===== config.mk =====
export PLATFORM = sky130hd
export DESIGN_NAME = cursor_ctrl
export DESIGN_NICKNAME = d
export VERILOG_FILES = /design/src/rtl/cursor_pkg.sv /design/src/rtl/btn_debounce.sv /design/src/rtl/cursor_ctrl.sv
export SDC_FILE = /design/constraint.sdc
export NUM_CORES = 1
export LEC_CHECK = 0
export CORE_ASPECT_RATIO = 1.25
export CORE_UTILIZATION = 45
export CTS_BUF_LIST = sky130_fd_sc_hd__clkbuf_8 sky130_fd_sc_hd__clkbuf_16
export CTS_CLUSTER_DIAMETER = 150
export DETAILED_ROUTE_END_ITERATION = 12
export PLACE_DENSITY = 0.7
export RECOVER_POWER = 25
export SYNTH_ARGS = -nofsm -noshare
export SYNTH_HDL_FRONTEND = slang
export SYNTH_SLANG_ARGS = --single-unit

===== constraint.sdc =====
create_clock -name clk -period 1.59 [get_ports clk]
set_input_delay 0.318 -clock clk [delete_from_list [all_inputs] [get_ports clk]]
set_output_delay 0.318 -clock clk [all_outputs]
set_load 0.05 [all_outputs]

===== src/rtl/cursor_pkg.sv =====
// Shared types for the cursor sequencer: FSM states, direction vector and helpers.
package cursor_pkg;

   typedef enum logic [2:0] {IDLE, ISSUE, WAIT, COMMIT, HOLD} state_t;

   // {up, down, left, right}, active-low
   typedef logic [3:0] dir_t;

   localparam int UP    = 3;
   localparam int DOWN  = 2;
   localparam int LEFT  = 1;
   localparam int RIGHT = 0;

   localparam dir_t RELEASED = 4'b1111;

   // Opposing pairs cancel to released; diagonals pass through.
   function automatic dir_t mask_opposing(input dir_t d);
      dir_t m;
      m = d;
      if (!d[UP] && !d[DOWN]) begin
         m[UP]   = 1'b1;
         m[DOWN] = 1'b1;
      end
      if (!d[LEFT] && !d[RIGHT]) begin
         m[LEFT]  = 1'b1;
         m[RIGHT] = 1'b1;
      end
      return m;
   endfunction

endpackage


===== src/rtl/btn_debounce.sv =====
// Two-flop synchroniser followed by a per-bit debouncer; idle (released) level is 1.
module btn_debounce #(
   parameter int W          = 5,
   parameter int DEB_CYCLES = 4
) (
   input  logic         clk,
   input  logic         rst,
   input  logic [W-1:0] raw,
   output logic [W-1:0] sync,
   output logic [W-1:0] db
);

   localparam int CW = (DEB_CYCLES > 1) ? $clog2(DEB_CYCLES) : 1;

   logic [W-1:0]         s1;
   logic [W-1:0][CW-1:0] cnt;

   always_ff @(posedge clk or negedge rst) begin
      if (!rst) begin
         s1   <= '1;
         sync <= '1;
         db   <= '1;
         cnt  <= '0;
      end else begin
         s1   <= raw;
         sync <= s1;
         for (int b = 0; b < W; b++) begin
            // any cycle agreeing with db restarts the bit's count
            if (sync[b] != db[b]) begin
               if (cnt[b] == CW'(DEB_CYCLES - 1)) begin
                  db[b]  <= sync[b];
                  cnt[b] <= '0;
               end else begin
                  cnt[b] <= cnt[b] + 1'b1;
               end
            end else begin
               cnt[b] <= '0;
            end
         end
      end
   end

endmodule


===== src/rtl/cursor_ctrl.sv =====
// Cursor position owner and move sequencer for the 8x8 grid.
// Optional auto-repeat while a direction is held: define CURSOR_AUTOREPEAT_EN.
module cursor_ctrl
   import cursor_pkg::*;
#(
   parameter int GRID_BITS  = 3,
   parameter int DEB_CYCLES = 4,
   parameter int MOVE_LAT   = 1,
   parameter int START_I    = 0,
   parameter int START_J    = 0,
   parameter int RPT_DELAY  = 16,
   parameter int RPT_PERIOD = 8
) (
   input  logic                 clk,
   input  logic                 rst,
   input  logic                 up_n,
   input  logic                 down_n,
   input  logic                 left_n,
   input  logic                 right_n,
   input  logic                 sel_n,
   output logic                 mv_up_n,
   output logic                 mv_down_n,
   output logic                 mv_left_n,
   output logic                 mv_right_n,
   output logic [GRID_BITS-1:0] cur_i,
   output logic [GRID_BITS-1:0] cur_j,
   input  logic [GRID_BITS-1:0] nxt_i,
   input  logic [GRID_BITS-1:0] nxt_j,
   input  logic                 mv_valid,
   output logic                 moved,
   output logic                 blocked,
   output logic                 sel_pulse,
   output logic                 busy
);

   logic [4:0] raw, sync, db;
   dir_t       dir, dir_m, prev_dir, dir_q, mv_q;
   logic       sel, sel_prev;
   state_t     state;
   logic [2:0] lat_cnt;
   logic [1:0] arm_cnt;
   logic       armed;
   logic       sample;

`ifdef CURSOR_AUTOREPEAT_EN
   localparam int RMAX = (RPT_DELAY > RPT_PERIOD) ? RPT_DELAY : RPT_PERIOD;
   localparam int RW   = $clog2(RMAX + 1);
   logic [RW-1:0] rpt_cnt;
   logic          rpt_first;
`endif

   assign raw = {up_n, down_n, left_n, right_n, sel_n};

   btn_debounce #(.W(5), .DEB_CYCLES(DEB_CYCLES)) u_deb (
      .clk  (clk),
      .rst  (rst),
      .raw  (raw),
      .sync (sync),
      .db   (db)
   );

   assign dir   = db[4:1];
   assign sel   = db[0];
   assign dir_m = mask_opposing(dir);

   assign {mv_up_n, mv_down_n, mv_left_n, mv_right_n} = mv_q;

   assign sample = (state == ISSUE && MOVE_LAT == 0) ||
                   (state == WAIT && lat_cnt == 3'(MOVE_LAT));

   always_ff @(posedge clk or negedge rst) begin
      if (!rst) begin
         state     <= IDLE;
         dir_q     <= RELEASED;
         mv_q      <= RELEASED;
         prev_dir  <= RELEASED;
         sel_prev  <= 1'b1;
         cur_i     <= GRID_BITS'(START_I);
         cur_j     <= GRID_BITS'(START_J);
         lat_cnt   <= '0;
         arm_cnt   <= '0;
         armed     <= 1'b0;
         moved     <= 1'b0;
         blocked   <= 1'b0;
         sel_pulse <= 1'b0;
         busy      <= 1'b0;
`ifdef CURSOR_AUTOREPEAT_EN
         rpt_cnt   <= '0;
         rpt_first <= 1'b1;
`endif
      end else begin
         prev_dir  <= dir;
         sel_prev  <= sel;
         moved     <= 1'b0;
         blocked   <= 1'b0;
         sel_pulse <= sel_prev & ~sel & (state == IDLE || state == HOLD);

         // A button still held through reset must be released before it can move
         // the cursor: arm only after every synchronised input reads released.
         if (&sync) begin
            if (arm_cnt == 2'd2) armed   <= 1'b1;
            else                 arm_cnt <= arm_cnt + 2'd1;
         end else begin
            arm_cnt <= '0;
         end

         case (state)
            IDLE: begin
               if (armed && dir != RELEASED && prev_dir == RELEASED) begin
                  dir_q <= dir_m;
`ifdef CURSOR_AUTOREPEAT_EN
                  rpt_cnt   <= '0;
                  rpt_first <= 1'b1;
`endif
                  if (dir_m != RELEASED) begin
                     state   <= ISSUE;
                     mv_q    <= dir_m;
                     busy    <= 1'b1;
                     lat_cnt <= '0;
                  end else begin
                     state <= HOLD;
                  end
               end
            end
            ISSUE: begin
               lat_cnt <= 3'd1;
               state   <= WAIT;
            end
            WAIT:   lat_cnt <= lat_cnt + 3'd1;
            COMMIT: begin
               busy  <= 1'b0;
               state <= HOLD;
            end
            HOLD: begin
               if (dir == RELEASED) begin
                  state <= IDLE;
               end
`ifdef CURSOR_AUTOREPEAT_EN
               else if (dir_m != dir_q || dir_q == RELEASED) begin
                  rpt_cnt   <= '0;
                  rpt_first <= 1'b1;
               end else if (rpt_cnt == RW'(rpt_first ? RPT_DELAY - 1 : RPT_PERIOD - 1)) begin
                  rpt_cnt   <= '0;
                  rpt_first <= 1'b0;
                  state     <= ISSUE;
                  mv_q      <= dir_q;
                  busy      <= 1'b1;
                  lat_cnt   <= '0;
               end else begin
                  rpt_cnt <= rpt_cnt + 1'b1;
               end
`endif
            end
            default: state <= IDLE;
         endcase

         // Sampling the movement block also commits, so moved/blocked show in COMMIT.
         if (sample) begin
            if (mv_valid) begin
               cur_i <= nxt_i;
               cur_j <= nxt_j;
               moved <= 1'b1;
            end else begin
               blocked <= 1'b1;
            end
            mv_q  <= RELEASED;
            state <= COMMIT;
         end
      end
   end

endmodule


Wiring by layer:
Scale bar: 20 µm.
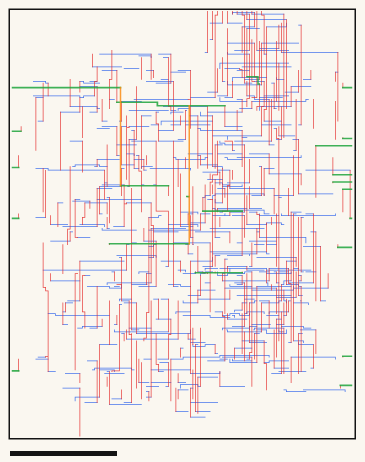
met2: marked red, wire length 1,930 µm. met3: marked green, wire length 115 µm. met4: marked orange, wire length 44.2 µm. met1: marked blue, wire length 1,450 µm.
WL per Instance: 13.2 µm
GRT Total Usage: 15.5%
via count: 1,366
DRT Wirelength: 3.53 mm

Ports around the boundary:
Scale bar: 20 µm. Pins as bars across the die edge, other pins in gray.
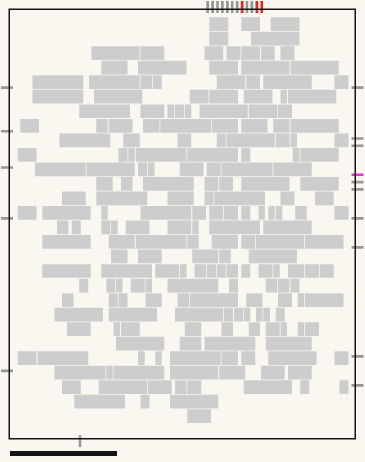
cur_i: marked red, pins 3, direction output, edge north. mv_up_n: marked magenta, pins 1, direction output, edge east.
All pins by edge: 12 north, 10 east, 5 west, 1 south.
port bufs: 27
Die Height: 80.2 µm
Die Wd: 64.5 µm

Placed standard cells:
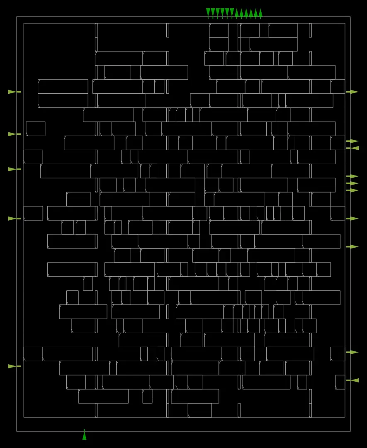
Filler cells: 397
Layout Cells excl Fill: 267

==> results_slide.txt <==
Implementation Results

Status
  – Status: finished, final reports clean

Power
  – Clk. pwr: 0.787 mW
  – Comb pwr share: 21.6%
  – NetSw: 0.925 mW
  – Pleak: around 1.3 nW
  – Top power consumer group: sequential cells
  – VDD IR-drop max: between 600 and 700 µV

Die
  – FP Rows: 28
  – Core Util at FP: 46.5%
  – I/O pin cnt: 28

Synthesis
  – Post-Synthesis Cells: 167
  – Area share of fa/ha/maj cells after synthesis: 7.96%
  – Dominant cells by area after synthesis: dfrtp_1 33%, dfstp_2 29%, ha_1 8.0%
  – Top cell type's share of synthesized area: 33.0%
  – And-or/or-and share of the synthesized area: 7.05%
  – Registers, synthesis: 53

Clocking
  – CTS H-Tree Depth: 2
  – Post-CTS setup buffers: 0
  – Clock buffer depth: 2
  – Clock buffer count from CTS: 5
  – Root buffer cell: clkbuf_8

Global routing
  – Grt met2 use: between 20% and 30%
  – Vias in the first global route: 1,390
  – Largest net degree at the start of global routing: 54
  – Global-route wire length before repair: about 6.1 mm

Finish
  – Most frequent cells in the layout: 29 x dfrtp_1, 24 x dfstp_2, 18 x buf_4, 14 x ha_1, 13 x nand2_1
  – Final non-clock buffer share: between 10% and 20%
  – Seq cells: 53
  – Combinational Area: 785 µm²
  – Inserted Diodes: 0

STA
  – Slew margin rel.: 17.1%
  – Final min period: 1.51 ns
  – TNS Setup: 0 ns
  – Worst hold-check slack: around 0.36 ns
  – Cycle use final: 95.0%

Setup path
  – Delay-heaviest family, CP: simple AND/OR/NAND/NOR gates
  – CP max-delay cell: dfrtp_1
  – FF-to-FF setup slack: 0.08 ns
  – CP Capture Type: register

Job
  – Max-cap viol count: 0

Detailed routing
  – Routed metal-1 wirelength: 1.45 mm

Placed design
  – Placed instance area: 2600 µm²

Hold path
  – HP Class: input pin to async pin
Sizing map:
Scale bar: 20 µm.
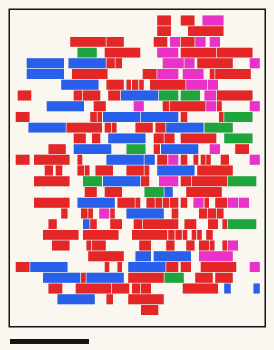
drive 3 to 4: marked magenta, cells 27. drive 6 and up: marked green, cells 12. drive 1 or less: marked red, cells 138. drive 2: marked blue, cells 30.
bufs w/o clock: 36
Area Growth Syn to Fin: 22.6%
worst setup margin: 0.0788 ns

Metal 3:
Scale bar: 20 µm.
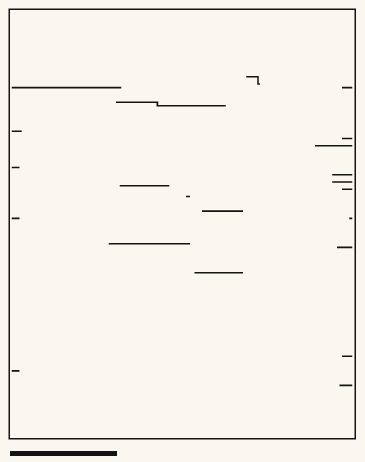
The layer holds 3.3% of the routed length. The wires run mostly horizontal. The layer carries 115 µm of wire. 19 nets have wire on it. The longest straight run is 20.2 µm.
met3 usage: 4.26%

Power and IR drop assume default switching activity.
